$ cat src/rtl/mole_pkg.sv
// Shared types and constants for the whack-a-mole round controller.
package mole_pkg;

  typedef enum logic [2:0] {StIdle, StArm, StUp, StGap, StOver} state_e;

  // Fibonacci feedback taps 8,6,5,4; bit 7 is tap 8.
  localparam logic [7:0] LfsrTaps = 8'b1011_1000;

  function automatic int unsigned clog2(input int unsigned n);
    int unsigned r;
    r = 0;
    for (int unsigned i = 0; i < 32; i++) begin
      if ((32'd1 << i) < n) r = i + 1;
    end
    return r;
  endfunction

endpackage

$ cat src/rtl/mole_lfsr.sv
// Free-running 8-bit Fibonacci LFSR; also returns its low bits folded into 0..NUM_MOLES-1.
module mole_lfsr
  import mole_pkg::*;
#(
  parameter int unsigned NUM_MOLES = 8,
  parameter logic [7:0]  LFSR_SEED = 8'hA5,
  parameter int unsigned IDX_W     = clog2(NUM_MOLES)
) (
  input  logic             clkglobal,
  input  logic             resetglobal,
  output logic [7:0]       lfsr,
  output logic [IDX_W-1:0] idx
);

  localparam logic [IDX_W:0] NumMoles = (IDX_W + 1)'(NUM_MOLES);

  logic [IDX_W:0] raw;

  always_ff @(posedge clkglobal or posedge resetglobal) begin
    if (resetglobal) begin
      lfsr <= LFSR_SEED;
    end else begin
      lfsr <= {lfsr[6:0], ^(lfsr & LfsrTaps)};
    end
  end

  always_comb begin
    raw = {1'b0, lfsr[IDX_W-1:0]};
    if (raw >= NumMoles) raw = raw - NumMoles;
    idx = raw[IDX_W-1:0];
  end

endmodule

$ cat src/rtl/mole_round_ctrl.sv
// Whack-a-mole round controller driven by the difficulty tick.
// Optional: define WRONG_WHACK_PENALTY_EN to charge a miss for a wrong button while a mole is up.
module mole_round_ctrl
  import mole_pkg::*;
#(
  parameter int unsigned NUM_MOLES = 8,
  parameter int unsigned WIN_TICKS = 3,
  parameter int unsigned GAP_TICKS = 1,
  parameter int unsigned LIVES     = 5,
  parameter int unsigned SCORE_W   = 8,
  parameter logic [7:0]  LFSR_SEED = 8'hA5
) (
  input  logic                 clkglobal,
  input  logic                 resetglobal,
  input  logic                 resetlocal,
  input  logic                 tick,
  input  logic                 start,
  input  logic [NUM_MOLES-1:0] btn,
  output logic [NUM_MOLES-1:0] mole,
  output logic                 hit_p,
  output logic                 miss_p,
  output logic [SCORE_W-1:0]   score,
  output logic [3:0]           lives,
  output logic                 game_over
);

  localparam int unsigned IdxW    = clog2(NUM_MOLES);
  localparam int unsigned MaxTick = (WIN_TICKS > GAP_TICKS) ? WIN_TICKS : GAP_TICKS;
  localparam int unsigned CntW    = clog2(MaxTick + 1);
  localparam logic [CntW-1:0]      WinLast   = CntW'(WIN_TICKS - 1);
  localparam logic [CntW-1:0]      GapLast   = CntW'(GAP_TICKS - 1);
  localparam logic [3:0]           LivesInit = 4'(LIVES);
  localparam logic [IdxW-1:0]      IdxLast   = IdxW'(NUM_MOLES - 1);
  localparam logic [NUM_MOLES-1:0] OneHot0   = NUM_MOLES'(1);

  logic                 tick_s1, tick_s2, tick_s3, tick_p;
  logic [NUM_MOLES-1:0] btn_q, btn_qq, bp;
  logic [7:0]           lfsr_val;
  logic [IdxW-1:0]      lfsr_idx, idx_inc, idx_sel, idx_q;
  logic                 prev_vld_q;
  logic [CntW-1:0]      cnt_q;
  logic                 hit, expire;
  state_e               state_q;

  mole_lfsr #(
    .NUM_MOLES(NUM_MOLES),
    .LFSR_SEED(LFSR_SEED),
    .IDX_W    (IdxW)
  ) u_lfsr (
    .clkglobal  (clkglobal),
    .resetglobal(resetglobal),
    .lfsr       (lfsr_val),
    .idx        (lfsr_idx)
  );

  // A zero state would lock the LFSR up for good.
  assert property (@(posedge clkglobal) disable iff (resetglobal) lfsr_val != 8'h00);

  always_ff @(posedge clkglobal or posedge resetglobal) begin
    if (resetglobal) begin
      tick_s1 <= 1'b0;
      tick_s2 <= 1'b0;
      tick_s3 <= 1'b0;
      btn_q   <= '0;
      btn_qq  <= '0;
    end else begin
      tick_s1 <= tick;
      tick_s2 <= tick_s1;
      tick_s3 <= tick_s2;
      btn_q   <= btn;
      btn_qq  <= btn_q;
    end
  end

  assign tick_p = tick_s2 & ~tick_s3;
  assign bp     = btn_q & ~btn_qq;

  always_comb begin
    idx_inc = (lfsr_idx == IdxLast) ? '0 : lfsr_idx + IdxW'(1);
    // Never raise the same mole twice in a row.
    idx_sel = (prev_vld_q && lfsr_idx == idx_q) ? idx_inc : lfsr_idx;
    hit     = bp[idx_q];
    expire  = tick_p && (cnt_q == WinLast);
`ifdef WRONG_WHACK_PENALTY_EN
    expire  = expire || (|(bp & ~(OneHot0 << idx_q)));
`endif
  end

  always_ff @(posedge clkglobal or posedge resetglobal) begin
    if (resetglobal) begin
      state_q    <= StIdle;
      mole       <= '0;
      hit_p      <= 1'b0;
      miss_p     <= 1'b0;
      score      <= '0;
      lives      <= LivesInit;
      game_over  <= 1'b0;
      idx_q      <= '0;
      prev_vld_q <= 1'b0;
      cnt_q      <= '0;
    end else begin
      hit_p  <= 1'b0;
      miss_p <= 1'b0;
      if (resetlocal) begin
        state_q   <= StIdle;
        mole      <= '0;
        score     <= '0;
        lives     <= LivesInit;
        game_over <= 1'b0;
        cnt_q     <= '0;
      end else begin
        unique case (state_q)
          StIdle: begin
            mole <= '0;
            if (start) state_q <= StArm;
          end
          StArm: begin
            idx_q      <= idx_sel;
            prev_vld_q <= 1'b1;
            mole       <= OneHot0 << idx_sel;
            cnt_q      <= '0;
            state_q    <= StUp;
          end
          StUp: begin
            // A hit in the same cycle as the expiring tick takes priority.
            if (hit) begin
              hit_p   <= 1'b1;
              if (score != '1) score <= score + SCORE_W'(1);
              mole    <= '0;
              cnt_q   <= '0;
              state_q <= StGap;
            end else if (expire) begin
              miss_p <= 1'b1;
              lives  <= lives - 4'd1;
              mole   <= '0;
              cnt_q  <= '0;
              if (lives == 4'd1) begin
                state_q   <= StOver;
                game_over <= 1'b1;
              end else begin
                state_q <= StGap;
              end
            end else if (tick_p) begin
              cnt_q <= cnt_q + CntW'(1);
            end
          end
          StGap: begin
            if (tick_p) begin
              if (cnt_q == GapLast) begin
                cnt_q   <= '0;
                state_q <= StArm;
              end else begin
                cnt_q <= cnt_q + CntW'(1);
              end
            end
          end
          StOver: begin
            game_over <= 1'b1;
            mole      <= '0;
            if (start) begin
              lives     <= LivesInit;
              score     <= '0;
              game_over <= 1'b0;
              state_q   <= StArm;
            end
          end
          default: state_q <= StIdle;
        endcase
      end
    end
  end

endmodule

$ cat config.mk
export PLATFORM = sky130hd
export DESIGN_NAME = mole_round_ctrl
export DESIGN_NICKNAME = d
export VERILOG_FILES = /design/src/rtl/mole_pkg.sv /design/src/rtl/mole_lfsr.sv /design/src/rtl/mole_round_ctrl.sv
export SDC_FILE = /design/constraint.sdc
export NUM_CORES = 1
export LEC_CHECK = 0
export CAP_MARGIN = 20
export CORE_MARGIN = 2
export CORE_UTILIZATION = 35
export DETAILED_ROUTE_END_ITERATION = 6
export SETUP_SLACK_MARGIN = 0.4
export SLEW_MARGIN = 20
export SYNTH_ARGS = -nofsm -noshare
export SYNTH_HDL_FRONTEND = slang
export SYNTH_HIERARCHICAL = 1
export SYNTH_SLANG_ARGS = --single-unit
$ cat constraint.sdc
create_clock -name clkglobal -period 3.6 [get_ports clkglobal]
set_input_delay 0.72 -clock clkglobal [delete_from_list [all_inputs] [get_ports clkglobal]]
set_output_delay 0.72 -clock clkglobal [all_outputs]
set_load 0.01 [all_outputs]
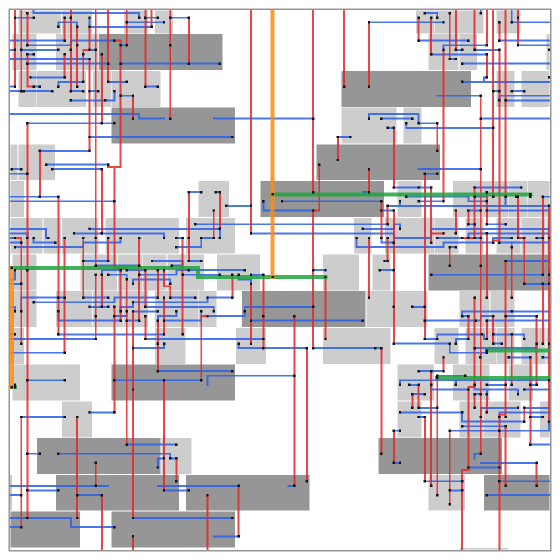
zoom.png
Window x 27 to 67, y 8 to 48 um. Cells in gray, sequential cells in the stronger gray; small squares are vias.
Blue stands for met1. Orange stands for met4. Red stands for met2. Green stands for met3.
Most frequent: dfrtp_1 (14), a21oi_1 (6), inv_1 (6). 84 logic cells have their middle in the window. Sequential cells in the window: 15. Netlist names of flops here include `score` (5), `btn_qq` (4), `btn_q` (3).

==> reports/summary.txt <==
total gr overflow: 0
via count: 2084
CP Data Arrival Time: 2.79 ns
Yosys warning count: 6
Tmin final: 2.57 ns
CTS tree: built
Die Y: 94.1 um
chip area: 0.00886 sq mm
Top cells excl fill/tap: dfrtp_1 (53), clkdlybuf4s50_1 (35), nor2_1 (28)
first-pass GRT wire length: 10.0 mm
DRT antenna net count: 0
vias per inst: 5.01
Max IR drop VDD: 0.000325 V
Die Width: 94.1 um
measured slew at the worst slew-check pin: 0.859 ns
Final Max Tran Viols: 0
clock sinks: 59
WL/cell: 13.6 um
# H-tree levels: 3
Inst Count DP: 400
final wirelength: 5.66 mm
clk slew on worst S/H paths: 0.07 ns
Pleak: 1.47 nW
Avg Cell Area, Syn: 10.5 sq um
RSZ-0062 raised after global routing: false
DP HPWL: 3.91 mm
share of cells above drive strength 1: 14.0%
drt drc: 0
DRT iter0 DRCs: 118
largest net degree at the start of global routing: 52
root buf cell: clkbuf_8
I/O pin cnt: 36
hold depth: 0
placement row count: 32
relative slew slack: 42.7%
period utilization: 71.3%
status: completed
total CTS buffers: 9
area grow syn2layout: 22.5%
Hold Crit Class: reg2reg
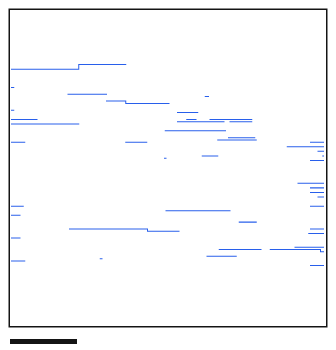
met3.png
The bar under the picture is 20 um long.
The layer holds 6.4% of the routed length. The layer carries 360 um of wire. The longest straight run is 23.2 um. 38 nets have wire on it. The wires run mostly horizontal.

-- metrics by stage --
step / power [mW] / hold slack (ns) / instance area [sq um] / worst slack (ns)
after floorplan: 1.35 / 0.331 / 2840 / 1.42
after global placement: 1.54 / 0.333 / 3280 / 0.782
after detailed placement: 1.55 / 0.340 / 3280 / 0.743
after CTS: 2.18 / 0.357 / 3480 / 1.02
after global routing: 2.31 / 0.359 / 3480 / 0.752
final: 2.15 / 0.356 / 3480 / 1.03
-- critical path: stages (launching register included) --
cell and delay [ns]:
dfrtp_1 0.49, nand2_1 0.16, nor3_1 0.07, a2111oi_2 0.39
nand3_2 0.40, a21oi_2 0.54, mux2_2 0.39
-- routing by layer --
layer	wire length (um)	vias up	global-route usage, %
met3	359	9	4.98
li1	-	1040	-
met2	2570	60	21.7
met4	61	0	5.19
met5	0	-	0
met1	2670	975	19.6
-- final timing paths --
check | slack (ns) | endpoint
setup / recovery | 1.03 | mole[3]
hold / removal | 0.36 | u_lfsr/lfsr[7]
setup reg to reg | 1.03 | mole[3]
hold reg to reg | 0.36 | u_lfsr/lfsr[7]
max in group asynchronous | 2.09 | lives[0]
min in group asynchronous | 0.66 | u_lfsr/lfsr[3]
-- sequential cells by signal, indices dropped and copies added, names as in the netlist --
name / count
idx_q: 3
prev_vld_q: 1
u_lfsr/lfsr: 8
state_q: 3
btn_q: 8
miss_p: 1
mole: 8
tick_s2: 1
hit_p: 1
tick_s3: 1
score: 8
cnt_q: 2
tick_s1: 1
game_over: 1
btn_qq: 8
lives: 4
-- where the power goes --
group,internal (mW),switching [mW]
clock,0.338,0.270
combinational,0.295,0.375
sequential,0.752,0.122
total,1.38,0.767
-- final cells by class --
class / count / area, sq um / share of cell area (%)
tap: 102 / 128 / 3.67
multi-input combinational: 186 / 1240 / 35.8
sequential: 59 / 1480 / 42.6
clock buffer: 10 / 138 / 3.95
inverter: 17 / 65.1 / 1.87
timing repair buffer: 36 / 358 / 10.3
clock inverter: 6 / 65.1 / 1.87
Power is estimated from default activity; no workload was simulated.
